[config.mk]
export PLATFORM = sky130hd
export DESIGN_NAME = bin_to_bcd_seq_flat
export DESIGN_NICKNAME = d
export VERILOG_FILES = /design/src/rtl/bin_to_bcd_seq_if.sv /design/src/rtl/bin_to_bcd_seq.sv /design/src/flat_wrapper.sv
export SDC_FILE = /design/constraint.sdc
export NUM_CORES = 1
export LEC_CHECK = 0
export CAP_MARGIN = 20
export CORE_AREA = 2 2 80 82
export DETAILED_ROUTE_END_ITERATION = 10
export DIE_AREA = 0 0 82 84
export PLACE_DENSITY = 0.77
export RECOVER_POWER = 100
export SLEW_MARGIN = 0
export SYNTH_ARGS = -nofsm -noshare
export SYNTH_HDL_FRONTEND = slang
export SYNTH_SLANG_ARGS = --single-unit
[constraint.sdc]
create_clock -name clk -period 1.7 [get_ports clk]
set_input_delay 0.34 -clock clk [delete_from_list [all_inputs] [get_ports clk]]
set_output_delay 0.34 -clock clk [all_outputs]
set_load 0.01 [all_outputs]
[src/rtl/bin_to_bcd_seq_if.sv]
// bin_to_bcd_seq_if: request/result bundle for the sequential binary-to-BCD
// converter.
//   start     requester -> converter  begin a conversion of bin_in
//   bin_in    requester -> converter  unsigned operand, sampled with start
//   busy      converter -> requester  conversion in progress
//   done      converter -> requester  one-cycle pulse, bcd_out/overflow updated
//   bcd_out   converter -> requester  packed BCD result, nibble k = 10^k digit
//   overflow  converter -> requester  value did not fit in DIGITS digits
// master = requester side, slave = converter side.
interface bin_to_bcd_seq_if #(
  parameter int BIN_W  = 16,
  parameter int DIGITS = 5
);
  logic                  start;
  logic [BIN_W-1:0]      bin_in;
  logic                  busy;
  logic                  done;
  logic [4*DIGITS-1:0]   bcd_out;
  logic                  overflow;

  modport master (
    output start, bin_in,
    input  busy, done, bcd_out, overflow
  );

  modport slave (
    input  start, bin_in,
    output busy, done, bcd_out, overflow
  );
endinterface

[src/rtl/bin_to_bcd_seq.sv]
// bin_to_bcd_seq: sequential shift-and-add-3 (double dabble) binary-to-BCD
// converter. One operand bit is consumed per clock, so a conversion takes
// BIN_W cycles after the start edge; the result feeds per-digit 7-segment
// decoders directly.
// Ports:
//   clk    rising-edge system clock
//   rst_n  asynchronous active-low reset
//   bus    bin_to_bcd_seq_if.slave: start/bin_in in; busy/done/bcd_out/overflow out
module bin_to_bcd_seq #(
  parameter int BIN_W  = 16,
  parameter int DIGITS = 5
) (
  input  logic              clk,
  input  logic              rst_n,
  bin_to_bcd_seq_if.slave   bus
);

  localparam int CW = $clog2(BIN_W + 1);
  localparam logic [CW-1:0] COUNT_LOAD = CW'(BIN_W);
  localparam logic [CW-1:0] COUNT_ONE  = CW'(1);

  typedef enum logic {IDLE, CONV} state_t;

  state_t              state_reg,    state_next;
  logic [BIN_W-1:0]    shift_reg,    shift_next;
  logic [4*DIGITS-1:0] scratch_reg,  scratch_next;
  logic                ovf_reg,      ovf_next;
  logic [CW-1:0]       count_reg,    count_next;
  logic [4*DIGITS-1:0] bcd_reg,      bcd_next;
  logic                overflow_reg, overflow_next;
  logic                done_reg,     done_next;

  // Per-digit add-3 correction applied before each shift. Digits are
  // corrected independently; a corrected digit never exceeds 4'hC so no
  // carry into the next nibble is needed.
  logic [4*DIGITS-1:0] adjusted;

  genvar gi;
  generate
    for (gi = 0; gi < DIGITS; gi++) begin : g_adj
      always_comb begin
        if (scratch_reg[4*gi +: 4] >= 4'd5)
          adjusted[4*gi +: 4] = scratch_reg[4*gi +: 4] + 4'd3;
        else
          adjusted[4*gi +: 4] = scratch_reg[4*gi +: 4];
      end
    end
  endgenerate

  always_ff @(posedge clk or negedge rst_n) begin
    if (!rst_n) begin
      state_reg    <= IDLE;
      shift_reg    <= '0;
      scratch_reg  <= '0;
      ovf_reg      <= 1'b0;
      count_reg    <= '0;
      bcd_reg      <= '0;
      overflow_reg <= 1'b0;
      done_reg     <= 1'b0;
    end else begin
      state_reg    <= state_next;
      shift_reg    <= shift_next;
      scratch_reg  <= scratch_next;
      ovf_reg      <= ovf_next;
      count_reg    <= count_next;
      bcd_reg      <= bcd_next;
      overflow_reg <= overflow_next;
      done_reg     <= done_next;
    end
  end

  always_comb begin
    state_next    = state_reg;
    shift_next    = shift_reg;
    scratch_next  = scratch_reg;
    ovf_next      = ovf_reg;
    count_next    = count_reg;
    bcd_next      = bcd_reg;
    overflow_next = overflow_reg;
    done_next     = 1'b0;

    case (state_reg)
      IDLE: begin
        if (bus.start) begin
          shift_next   = bus.bin_in;
          scratch_next = '0;
          ovf_next     = 1'b0;
          count_next   = COUNT_LOAD;
          state_next   = CONV;
        end
      end
      CONV: begin
        shift_next   = shift_reg << 1;
        scratch_next = {adjusted[4*DIGITS-2:0], shift_reg[BIN_W-1]};
        // A set MSB after correction means that digit reached >= 10 when
        // doubled, i.e. the value no longer fits in DIGITS digits; sticky.
        ovf_next     = ovf_reg | adjusted[4*DIGITS-1];
        count_next   = count_reg - COUNT_ONE;
        if (count_reg == COUNT_ONE) begin
          bcd_next      = scratch_next;
          overflow_next = ovf_next;
          done_next     = 1'b1;
          state_next    = IDLE;
        end
      end
      default: state_next = IDLE;
    endcase
  end

  assign bus.busy     = (state_reg == CONV);
  assign bus.done     = done_reg;
  assign bus.bcd_out  = bcd_reg;
  assign bus.overflow = overflow_reg;

endmodule
[src/flat_wrapper.sv]
// flat-port wrapper written by rule: the top's interface ports become plain ports
module bin_to_bcd_seq_flat 
#(
  parameter int BIN_W  = 16,
  parameter int DIGITS = 5
)
  (clk, rst_n, bus_start, bus_bin_in, bus_busy, bus_done, bus_bcd_out, bus_overflow);
  bin_to_bcd_seq_if #(.BIN_W(BIN_W), .DIGITS(DIGITS)) bus_i ();
  input  logic clk;
  input  logic rst_n;
  input wire logic [$bits(bus_i.start)-1:0] bus_start;
  input wire logic [$bits(bus_i.bin_in)-1:0] bus_bin_in;
  output wire logic [$bits(bus_i.busy)-1:0] bus_busy;
  output wire logic [$bits(bus_i.done)-1:0] bus_done;
  output wire logic [$bits(bus_i.bcd_out)-1:0] bus_bcd_out;
  output wire logic [$bits(bus_i.overflow)-1:0] bus_overflow;
  assign bus_i.start = bus_start;
  assign bus_i.bin_in = bus_bin_in;
  assign bus_busy = bus_i.busy;
  assign bus_done = bus_i.done;
  assign bus_bcd_out = bus_i.bcd_out;
  assign bus_overflow = bus_i.overflow;
  bin_to_bcd_seq #(.BIN_W(BIN_W), .DIGITS(DIGITS)) u_core (.clk(clk), .rst_n(rst_n), .bus(bus_i));
endmodule
==> run_results.csv, run 1 <==
group,metric,value,unit
synth,edf_count,0,
synth,ys_area,0.003182,sq mm
critical_path,arrival,1.33,ns
timing,clock-skew-final,0.01131,ns
worst_hold_path,hold_depth,1,
synth,syn-num-nets,329,
critical_path,critPathMaxStageDelay,0.60,ns
final_layout,finalNonFillerCells,429,
critical_path,critical_path_peak_fanout,2,
clock_tree,ctsRootBufferMaster,"clkbuf_8",
critical_path,cp_top_family,"buffers and inverters",
place,placed_cells,412,
pwr,powerClk,1.14,mW
synth,fa_ha_area_share,4.719,%
global_route,met3_usage,3.680,%
synth,synth.comb.largest_family,"multiplexers",
clock_tree,numClockSinks,65,
final_layout,inverters,13,
timing,setup_viol,0,
pwr,p_leak,1.831,nW
floorplanning,boundaryPins,42,
final_layout,comb_area_share,36.67,%
place,dp_hpwl,4.286,mm
pwr,powerSeq,2.77,mW
timing,whs,0.4828,ns
detailed_routing,drc,0,
global_route,grt_pass1_vias,2265,
detailed_routing,wl_per_cell,13.71,microns
detailed_routing,initialDrtViolationCount,138,
critical_path,critPathKind,"reg2out",
pwr,switchingPower,2.617,mW
place,pre_cts_ws,0.05634,ns
synth,ys_sh_mux,13.29,%
pwr,comb_power_share,44.8,%
clock_tree,clockBufferDepth,2,
clock_tree,clk_latency,0.34,ns
critical_path,crit_path_end,"bus_bcd_out[1]",
synth,syn_avg_cell_area,10.68,sq um
worst_hold_path,hold_end,"u_core.bus.bcd_out[10]$_DFFE_PN0P_",
timing,slew_headroom,61.07,%
pwr,comb_power,3.18,mW
place,place_area,0.003704,sq mm
floorplanning,fp_util,52.20,%
detailed_routing,wl,5.883,mm
synth,top_cell_area_share,51.12,%
critical_path,path_cells,"dlygate4sd3_1",
timing,hold_viol_final,0,
clock_tree,cts_tree,"yes",
final_layout,design.seq.count,65,
timing,worst_slew_pin_slew,0.5839,ns
pwr,p_per_area,1837,mW/mm^2
clock_tree,cts_setup_buffers,0,
critical_path,crit_path_end_kind,"primary output",
run_status,status,"finished clean",
final_layout,num-nonclk-buffers,54,
synth,synthesis.area,0.003182,sq mm
floorplanning,taps,77,
pwr,maxPowerGroup,"combinational cells",
synth,ys.flops,65,
final_layout,fillers,530,
critical_path,cp_slowest_cell,"dlygate4sd3_1",
clock_tree,clkTransAtPathRegs,0.07,ns
timing,worst_slack,0.03446,ns
critical_path,startpoint,"u_core.bus.bcd_out[1]$_DFFE_PN0P_",
final_layout,largest_class,"flip-flops and latches",
global_route,track_usage,19.36,%
critical_path,reg2reg_slack,0.11,ns
global_route,grt_antenna_before_repair,0,
final_layout,fin_nets,378,
synth,ys.flop_type,"dfrtp_1",
synth,yosys-stat-cells,298,
final_layout,diodes,0,
critical_path,cp.depth,1,
final_layout,clockNetworkAreaShare,4.466,%
detailed_routing,met2_wirelength,2.790,mm
global_route,grt_pass1_wl,10.12,mm
synth,common_cells,"dfrtp_1, nand2_1, mux2i_1",
synth,yosys.area_share.xor_xnor,1.652,%
critical_path,reg2regPathDepth,6,
synth,syn_inst,298,
timing,tns,0,ns
run,drv_cap,0,
pwr,p_int,4.485,mW
clock_tree,cts-htree-levels,3,
final_layout,nClkBuffers,11,
final_layout,buffer_area_share,13.01,%
worst_hold_path,hp-class,"reg2reg",
global_route,grt.overflow.total,0,
timing,post-route-min-period,1.666,ns
detailed_routing,drt-met1-wl,2.797,mm
final_layout,fin_util,63.42,%
final_layout,multi_input_comb_cells,204,
detailed_routing,drt-vias-per-instance,5.329,
synth,top_cell,"dfrtp_1",
global_route,met1_usage,25.47,%
detailed_routing,first_pass_iters,4,
synth,yosysWarnings,0,
detailed_routing,drtAntennaViolNets,0,
synth,area_leaders,"dfrtp_1, mux2i_1, ha_1, nand2_1, o21ai_0",
critical_path,r2r_end,"u_core.bus.bcd_out[2]$_DFFE_PN0P_",
critical_path,r2r_start,"u_core.scratch_reg[0]$_DFFE_PN0P_",
pwr,power_frac_seq,39.1,%
synth,synthArstFlopShare,100.0,%
synth,synth_seq_share,51.12,%
final_layout,comb_area,0.001418,sq mm
pwr,p_total,7.102,mW
floorplanning,chip_area,0.006888,sq mm
detailed_routing,highest-signal-layer,"met4",
timing,slew_viol_final,0,
timing,timing.fmax,600.4,MHz
run,log.warning_count,32,
run 1: cell usage in the layout, fill, tap and decap left out, types with 5 or more instances in the layout:
| cell type | instances |
|---|---|
| nand2b_1 | 8 |
| nor3_1 | 6 |
| a21o_1 | 13 |
| o21ai_0 | 24 |
| inv_1 | 13 |
| clkbuf_8 | 10 |
| ha_1 | 11 |
| mux2i_1 | 25 |
| dfrtp_1 | 64 |
| nor2_1 | 20 |
| mux2_2 | 5 |
| nor3b_1 | 9 |
| nand2_1 | 35 |
| clkdlybuf4s50_1 | 26 |
| xnor2_1 | 5 |
| dlygate4sd3_1 | 15 |
| a21oi_1 | 14 |
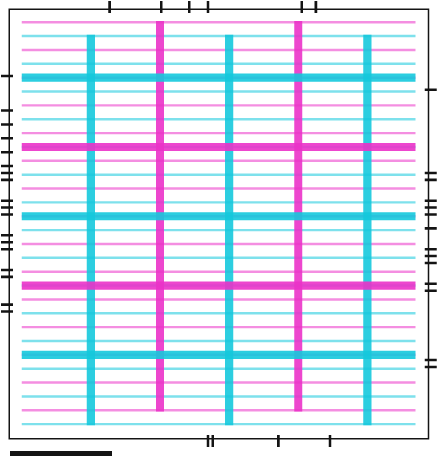
Figure 1: run 1, power grid.
The bar under the picture is 20 microns long. Pins as bars on the die edge.
legend:
  magenta:
    net: VDD
  cyan:
    net: VSS
signal pins: 42
rows: 29
met1 rails: 30
Die W: 82 microns
VDD IR max: 0.7271 mV
Die H: 84 microns
core box area: 0.006096 sq mm

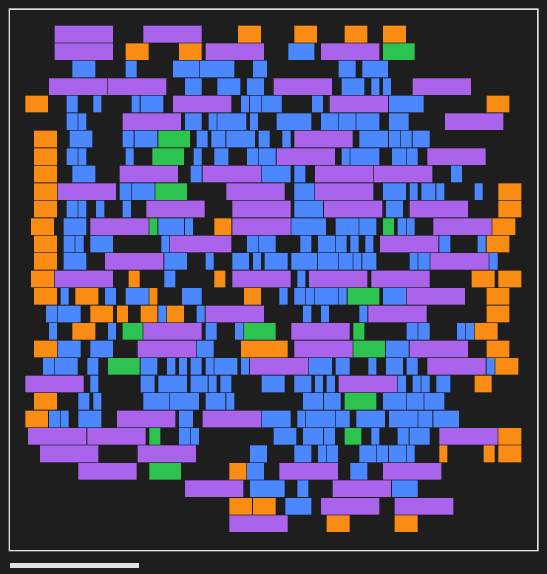
Figure 2: run 1, placement by cell class.
The bar under the picture is 20 microns long.
legend:
  green:
    class: clock drivers and dummy loads
    cells: 16
    share_of_their_area: 4.6%
  blue:
    class: all other logic
    cells: 217
    share_of_their_area: 39%
  purple:
    class: flip-flops
    cells: 65
    share_of_their_area: 43%
  orange:
    class: other buffers and delay cells
    cells: 54
    share_of_their_area: 13%
Seq area share: 42.10%
FP Rows: 29

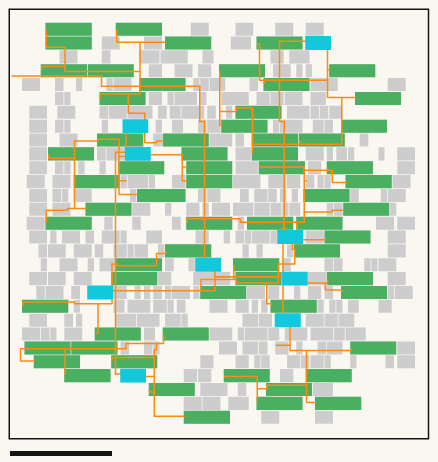
Figure 3: run 1, clock network drawn from the DEF.
The bar under the picture is 20 microns long.
legend:
  green:
    item: flip-flops
    count: 65
  orange:
    item: clock wires
    length: 788 microns
  cyan:
    item: cells driving clock nets
    count: 9
routed clock nets: 10
flops lie: all over the die

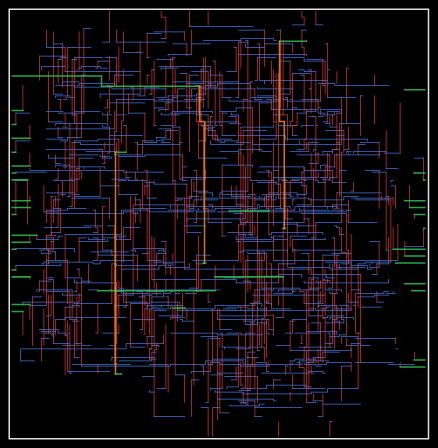
Figure 4: run 1, signal wires by layer.
legend:
  red:
    layer: met2
    wire_length: 2790 microns
  green:
    layer: met3
    wire_length: 179 microns
  blue:
    layer: met1
    wire_length: 2800 microns
  orange:
    layer: met4
    wire_length: 117 microns

Figure 5. Track usage over the die (run 1).
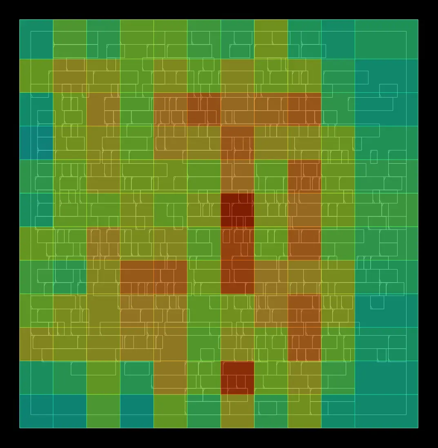

--- run 2 (diff from run 1) ---
- ABC_AREA: not set -> 1
- CORE_AREA: 2 2 80 82 -> 2 2 79 81
- DIE_AREA: 0 0 82 84 -> 0 0 81 83
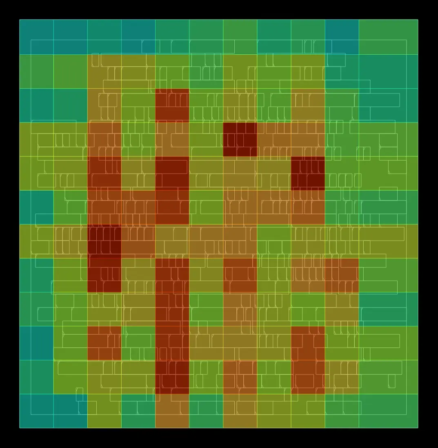
Figure 6: run 2, track usage over the die.
GR Util met3: 5.109%
Global Route met1 Usage: 28.90%
total track usage: 22.50%

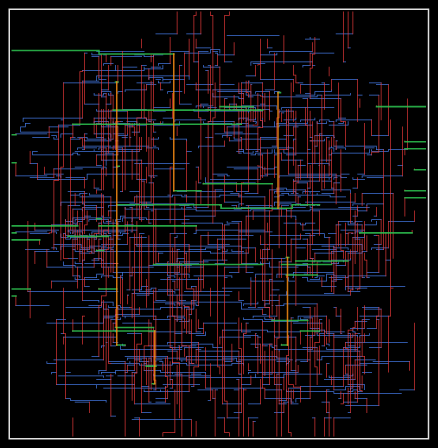
Figure 7: run 2, signal wires by layer.
legend:
  red:
    layer: met2
    wire_length: 3230 microns
  green:
    layer: met3
    wire_length: 340 microns
  blue:
    layer: met1
    wire_length: 2950 microns
  orange:
    layer: met4
    wire_length: 127 microns

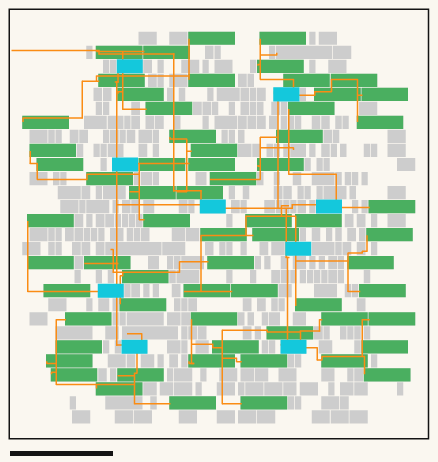
Figure 8: run 2, clock network drawn from the DEF.
The bar under the picture is 20 microns long.
legend:
  green:
    item: flip-flops
    count: 65
  cyan:
    item: cells driving clock nets
    count: 9
  orange:
    item: clock wires
    length: 792 microns
flops lie: all over the die
Power Clock: 1.56 mW
clk ins delay skew pair: 0.34 ns
clock share of power: 21.5%
Final Skew: 0.01223 ns

==> run 2 against run 1 <==
  * Sequential cell count is the same
  * Critical path depth did not move
  * Global-route usage grew 3.1 points
  * First-iteration DRC count decreased by 30%
==> run_results.csv, run 2 <==
group,metric,value,unit
run_status,status,"finished clean",
floorplanning,boundaryPins,42,
timing,whs,0.4725,ns
synth,ys.flop_type,"dfrtp_1",
place,port_buffers,41,
final_layout,mostFrequentLayoutCells,"nand2_1, dfrtp_1, inv_1",
place,pre_cts_ws,0.1067,ns
synth,common_cells,"nand2_1, dfrtp_1, inv_1",
place,place_congestion,0.8837,
timing,tns,0,ns
detailed_routing,wl,6.649,mm
timing,setup_viol,0,
final_layout,final_cell_area,0.003856,sq mm
place,placed_cells,479,
detailed_routing,first_pass_iters,4,
place,dp_hpwl,4.731,mm
timing,timing.fmax,603.1,MHz
worst_hold_path,hold_end,"u_core.bus.bcd_out[9]$_DFFE_PN0P_",
critical_path,startpoint,"u_core.bus.bcd_out[6]$_DFFE_PN0P_",
global_route,grt.overflow.total,0,
critical_path,cp.required,1.36,ns
floorplanning,die_y,83,microns
synth,fa_ha_area_share,4.900,%
final_layout,diodes,0,
floorplanning,chip_area,0.006723,sq mm
worst_hold_path,hold_depth,2,
synth,syn-num-nets,395,
pwr,p_per_area,1883,mW/mm^2
timing,min_period_over_period,97.53,%
detailed_routing,initialDrtViolationCount,96,
synth,synthArstFlopShare,100.0,%
critical_path,critPathKind,"reg2out",
pwr,peakVddDrop,1.136,mV
critical_path,r2r_start,"u_core.bus.busy$_DFF_PN0_",
detailed_routing,met2_wirelength,3.228,mm
detailed_routing,drtAntennaViolNets,0,
timing,worst_slack,0.04197,ns
critical_path,critPathBufInv,1,
synth,synthesis.area,0.003064,sq mm
pwr,power_frac_seq,36.7,%
pwr,p_int,4.455,mW
run,drv_cap,0,
detailed_routing,dr_wl_met3,339,microns
detailed_routing,drt-met1-wl,2.954,mm
synth,ys_sh_simple,22.74,%
floorplanning,core_area,0.005816,sq mm
synth,ys_area,0.003064,sq mm
floorplanning,fp_util,52.69,%
clock_tree,cts-buffers-inserted,9,
floorplanning,rows,28,
worst_hold_path,holdCritStartpoint,"u_core.bus.bcd_out[9]$_DFFE_PN0P_",
global_route,grt_antenna_before_repair,0,
clock_tree,cts_tree,"yes",
critical_path,arrival,1.32,ns
final_layout,areaGrowthSynthToFinish,25.85,%
synth,synth.comb.largest_family,"simple AND/OR/NAND/NOR gates",
synth,edf_count,0,
critical_path,reg2reg_slack,0.15,ns
synth,yosys.area_share.xor_xnor,0,%
critical_path,cp.depth,1,
clock_tree,clockBufferDepth,2,
critical_path,path_cells,"dlygate4sd3_1",
synth,syn_avg_cell_area,8.418,sq um
synth,ys_sh_mux,0,%
critical_path,crit_path_end,"bus_bcd_out[6]",
synth,top_cell_area_share,53.08,%
clock_tree,clkTransAtPathRegs,0.07,ns
critical_path,cp-start-kind,"register",
synth,syn_inst,364,
synth,ys.flops,65,
clock_tree,numClockSinks,65,
critical_path,reg2regPathDepth,5,
global_route,grt_pass1_vias,2764,
detailed_routing,wl_per_cell,13.38,microns
run,log.warning_count,32,
global_route,grt_pass1_wl,11.82,mm
place,place_area,0.003621,sq mm
timing,rsz0062_at_grt,"false",
synth,synth_cell_types,20,
synth,synth_seq_share,53.08,%
final_layout,fin_nets,448,
global_route,grt_max_degree,30,
clock_tree,cts-htree-levels,3,
timing,post-route-min-period,1.658,ns
worst_hold_path,hp-class,"reg2reg",
final_layout,fin_util,66.31,%
synth,aoi_share,12.09,%
detailed_routing,vias,2592,
critical_path,critPathMaxStageDelay,0.60,ns
detailed_routing,drc,0,
timing,slew_viol_final,0,
final_layout,mostFrequentLayoutCell,"nand2_1",
pwr,swShare,38.65,%
synth,yosys-stat-cells,364,
detailed_routing,highest-signal-layer,"met4",
global_route,busiest_layer,"met2",
critical_path,critical_path_peak_fanout,2,
synth,area_leaders,"dfrtp_1, nand2_1, nand3_1, o21ai_0, inv_1",
detailed_routing,drt-vias-per-instance,5.215,
pwr,switchingPower,2.807,mW
final_layout,finalNonFillerCells,497,
synth,yosys.area.top_type,"dfrtp_1",
pwr,p_leak,1.912,nW
critical_path,r2r_end,"u_core.scratch_reg[11]$_DFFE_PN0P_",
final_layout,drive_gt1_share,5.924,%
critical_path,crit_path_end_kind,"primary output",
synth,top_cell,"nand2_1",
synth,yosysWarnings,0,
global_route,use_met2,35.31,%
timing,worst_slew_pin_slew,1.044,ns
timing,hold_viol_final,0,
pwr,p_total,7.263,mW
floorplanning,fp.dieW,81,microns
pwr,comb_power_share,41.7,%
timing,slew_headroom,30.38,%
critical_path,cp_top_family,"buffers and inverters",
critical_path,cp_slowest_cell,"dlygate4sd3_1",
clock_tree,ctsRootBufferMaster,"clkbuf_8",
-- run 2: what timing repair did --
action                                 in CTS  in global routing
hold buffers                                1                  0
gates resized                               0                  2
setup endpoints to repair                   0                  8
endpoints found under the hold margin      15                  0
setup buffers                               0                  1
-- run 2: power by group through the flow --
stage	logic [mW]	registers (mW)	clock network, mW
6_report	3.03	2.67	1.56
5_1_grt	3.51	2.75	1.66
4_1_cts	3.08	2.67	1.59
3_5_place_dp	3.06	2.69	0
3_3_place_gp	2.92	2.67	0
2_1_floorplan	1.92	2.70	0
-- run 2: final cells by class --
type                            instances  area, sq um
Inverter                               44        165.2
Fill cell                             485         1959
Clock buffer                           11        131.4
Clock inverter                          5        103.9
Timing Repair Buffer                   53        520.5
Tap cell                               75        93.84
Multi-Input combinational cell        244         1215
Sequential cell                        65         1627
Figure 9. Power grid (run 2).
The bar under the picture is 20 microns long. Pins as bars on the die edge.
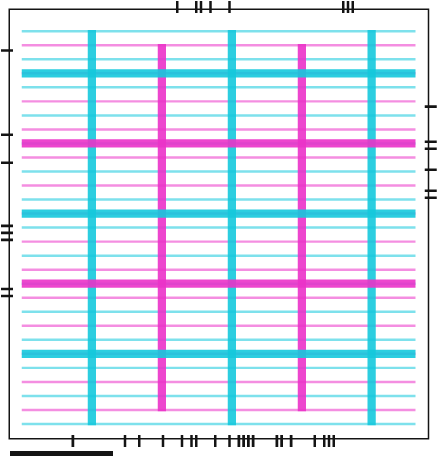

--- run 3 (diff from run 2) ---
- CAP_MARGIN: 20 -> not set
- CELL_PAD_IN_SITES_DETAIL_PLACEMENT: not set -> 0
- CELL_PAD_IN_SITES_GLOBAL_PLACEMENT: not set -> 2
- CORE_AREA: 2 2 79 81 -> 2 2 100 102
- DIE_AREA: 0 0 81 83 -> 0 0 102 104
- PLACE_DENSITY: 0.77 -> not set
- PLACE_DENSITY_LB_ADDON: not set -> 0.1
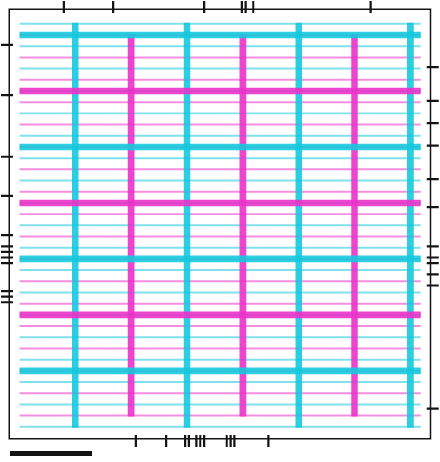
Figure 10: run 3, power grid.
The bar under the picture is 20 microns long. Pins as bars on the die edge.
legend:
  magenta:
    net: VDD
  cyan:
    net: VSS
met5 straps: 7
signal pins: 42
core box area: 0.009549 sq mm
VDD IR max: 0.5072 mV

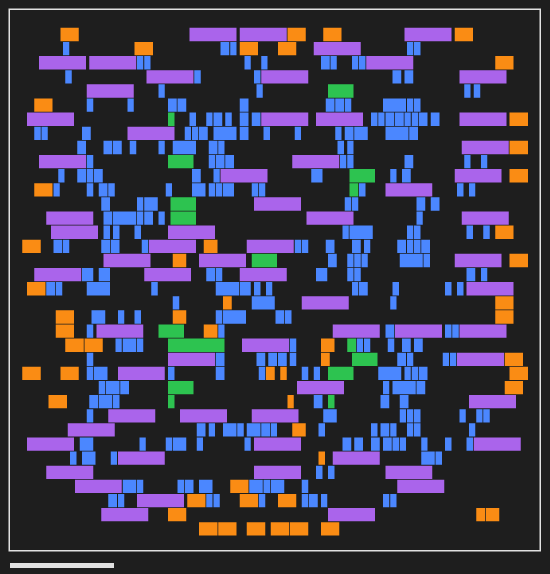
Figure 11: run 3, placement by cell class.
The bar under the picture is 20 microns long.
legend:
  green:
    class: clock drivers and dummy loads
    cells: 16
    share_of_their_area: 5.1%
  purple:
    class: flip-flops
    cells: 65
    share_of_their_area: 44%
  blue:
    class: all other logic
    cells: 288
    share_of_their_area: 37%
  orange:
    class: other buffers and delay cells
    cells: 54
    share_of_their_area: 13%

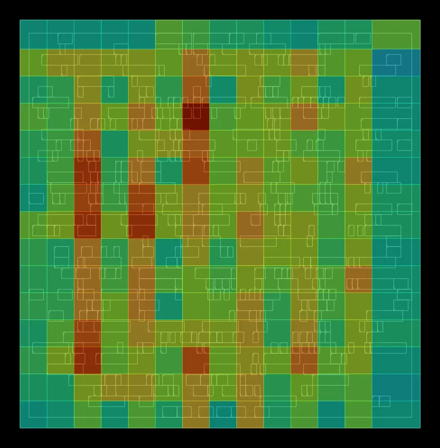
Figure 12: run 3, track usage over the die.
Global Route met1 Usage: 21.22%
met2 Use GR: 22.42%

==> run 3 against run 2 <==
  * Core utilization decreased by 26 points
  * Clock power decreased by 17%
  * Clock skew decreased by 0.0056 ns
  * Critical path depth unchanged
  * Largest power group unchanged
  * Routed wire length increased by 8.4%
  * Highest routed layer unchanged
  * Die size increased by 58%
  * Sequential cell count unchanged
  * Critical endpoint is now bus_bcd_out[17]
  * Total power decreased by 4.0%
  * Sequential share of layout area increased by 0.14 points
  * Synthesized cell count unchanged
  * Critical path type unchanged
==> run_results.csv, run 3 <==
group,metric,value,unit
run_status,status,"finished clean",
timing,slew_headroom,38.58,%
global_route,busiest_layer,"met2",
pwr,switchingPower,2.775,mW
timing,timing.fmax,606.1,MHz
clock_tree,cts-buffers-inserted,9,
critical_path,reg2regPathDepth,5,
critical_path,path_cells,"dlygate4sd3_1",
final_layout,clockNetworkAreaShare,4.915,%
global_route,track_usage,14.88,%
final_layout,seq_area_share,42.32,%
clock_tree,cts_tree,"yes",
clock_tree,numClockSinks,65,
clock_tree,clkTransAtPathRegs,0.07,ns
synth,yosys.area.top_type,"dfrtp_1",
critical_path,critical_path_peak_fanout,2,
critical_path,cp.required,1.36,ns
pwr,powerClk,1.29,mW
floorplanning,fp_util,32.09,%
critical_path,critPathBufInv,1,
synth,synth_seq_share,53.08,%
clock_tree,clockBufferDepth,2,
synth,syn_avg_cell_area,8.418,sq um
final_layout,fin_nets,449,
critical_path,critPathKind,"reg2out",
synth,synth_cell_types,20,
synth,area_leaders,"dfrtp_1, nand2_1, nand3_1, o21ai_0, inv_1",
synth,top_cell,"nand2_1",
critical_path,r2r_end,"u_core.shift_reg[14]$_DFFE_PN0P_",
critical_path,crit_path_end_kind,"primary output",
worst_hold_path,hp-class,"in2async",
critical_path,critPathMaxStageDelay,0.60,ns
final_layout,nClkBuffers,13,
run,drv_cap,0,
timing,rsz0062_at_grt,"false",
detailed_routing,drt-met1-wl,3.682,mm
pwr,swShare,39.79,%
place,pre_cts_ws,0.1635,ns
final_layout,design.seq.count,65,
global_route,grt_antenna_before_repair,0,
critical_path,reg2reg_slack,0.15,ns
timing,min_period_over_period,97.05,%
final_layout,num-nonclk-buffers,54,
pwr,clock_power_share,18.5,%
critical_path,startpoint,"u_core.bus.bcd_out[17]$_DFFE_PN0P_",
floorplanning,fp.dieW,102,microns
final_layout,largest_class,"flip-flops and latches",
detailed_routing,dr_wl_met3,178,microns
critical_path,crit_path_end,"bus_bcd_out[17]",
critical_path,cp-start-kind,"register",
detailed_routing,drc,0,
final_layout,multi_input_comb_cells,244,
final_layout,diodes,0,
timing,hold_viol_final,0,
final_layout,buffer_area_share,12.60,%
place,port_buffers,41,
timing,post-route-min-period,1.650,ns
pwr,powerSeq,2.65,mW
detailed_routing,first_pass_iters,4,
global_route,met3_usage,2.755,%
critical_path,cp_top_family,"buffers and inverters",
floorplanning,taps,133,
detailed_routing,wl_per_cell,12.97,microns
final_layout,inverters,44,
floorplanning,chip_area,0.01061,sq mm
place,place_congestion,0.7832,
synth,ys.flops,65,
final_layout,mostFrequentLayoutCells,"nand2_1, dfrtp_1, inv_1",
final_layout,areaGrowthSynthToFinish,25.44,%
pwr,p_leak,1.886,nW
detailed_routing,highest-signal-layer,"met4",
synth,ys_area,0.003064,sq mm
global_route,grt_max_degree,66,
global_route,grt_pass1_wl,12.51,mm
floorplanning,rows,36,
pwr,comb_power,3.03,mW
synth,common_cells,"nand2_1, dfrtp_1, inv_1",
critical_path,cp.depth,1,
detailed_routing,initialDrtViolationCount,95,
detailed_routing,drtAntennaViolNets,0,
synth,syn_inst,364,
synth,ys.flop_type,"dfrtp_1",
place,dp_hpwl,4.935,mm
pwr,comb_power_share,43.4,%
floorplanning,boundaryPins,42,
pwr,power_frac_seq,38.1,%
final_layout,mostFrequentLayoutCell,"nand2_1",
clock_tree,clk_latency,0.33,ns
critical_path,r2r_start,"u_core.bus.busy$_DFF_PN0_",
timing,worst_slack,0.05015,ns
synth,synthArstFlopShare,100.0,%
timing,clock-skew-final,0.006618,ns
clock_tree,cts_resized,0,
synth,yosysWarnings,0,
timing,tns,0,ns
final_layout,drive_gt1_share,6.147,%
detailed_routing,wl,7.209,mm
final_layout,fillers,1019,
detailed_routing,drt-vias-per-instance,4.509,
pwr,p_int,4.199,mW
synth,edf_count,0,
timing,worst_slew_pin_slew,0.9213,ns
timing,slew_viol_final,0,
clock_tree,cts-htree-levels,3,
clock_tree,ctsRootBufferMaster,"clkbuf_8",
clock_tree,ctsHoldBuffers,0,
detailed_routing,vias,2507,
detailed_routing,met2_wirelength,3.260,mm
floorplanning,die_y,104,microns
global_route,grt_pass1_vias,2609,
run 3: per-stage QoR:
step	power [mW]	hold WS, ns	instance area [sq um]	utilization [%]	std cells
after global placement	5.792	0.3957	3691	38.65	540
after CTS	7.169	0.01930	3880	40.63	556
after floorplan	4.624	0.04441	3064	-	364
after global routing	7.730	0.3342	3844	40.25	556
after detailed placement	5.818	0.3909	3691	38.65	540
final	6.974	0.2577	3844	40.25	556
run 3: logic make-up after synthesis:
kind of cell    count (synthesis)  synth area share (%)
flops                          65                 53.08
buf+inv                        55                 7.186
compound gates                 63                 12.09
simple gates                  169                 22.74
fa+ha+maj                      12                 4.900
No activity file was given, so power comes from the tool's default toggle rates.
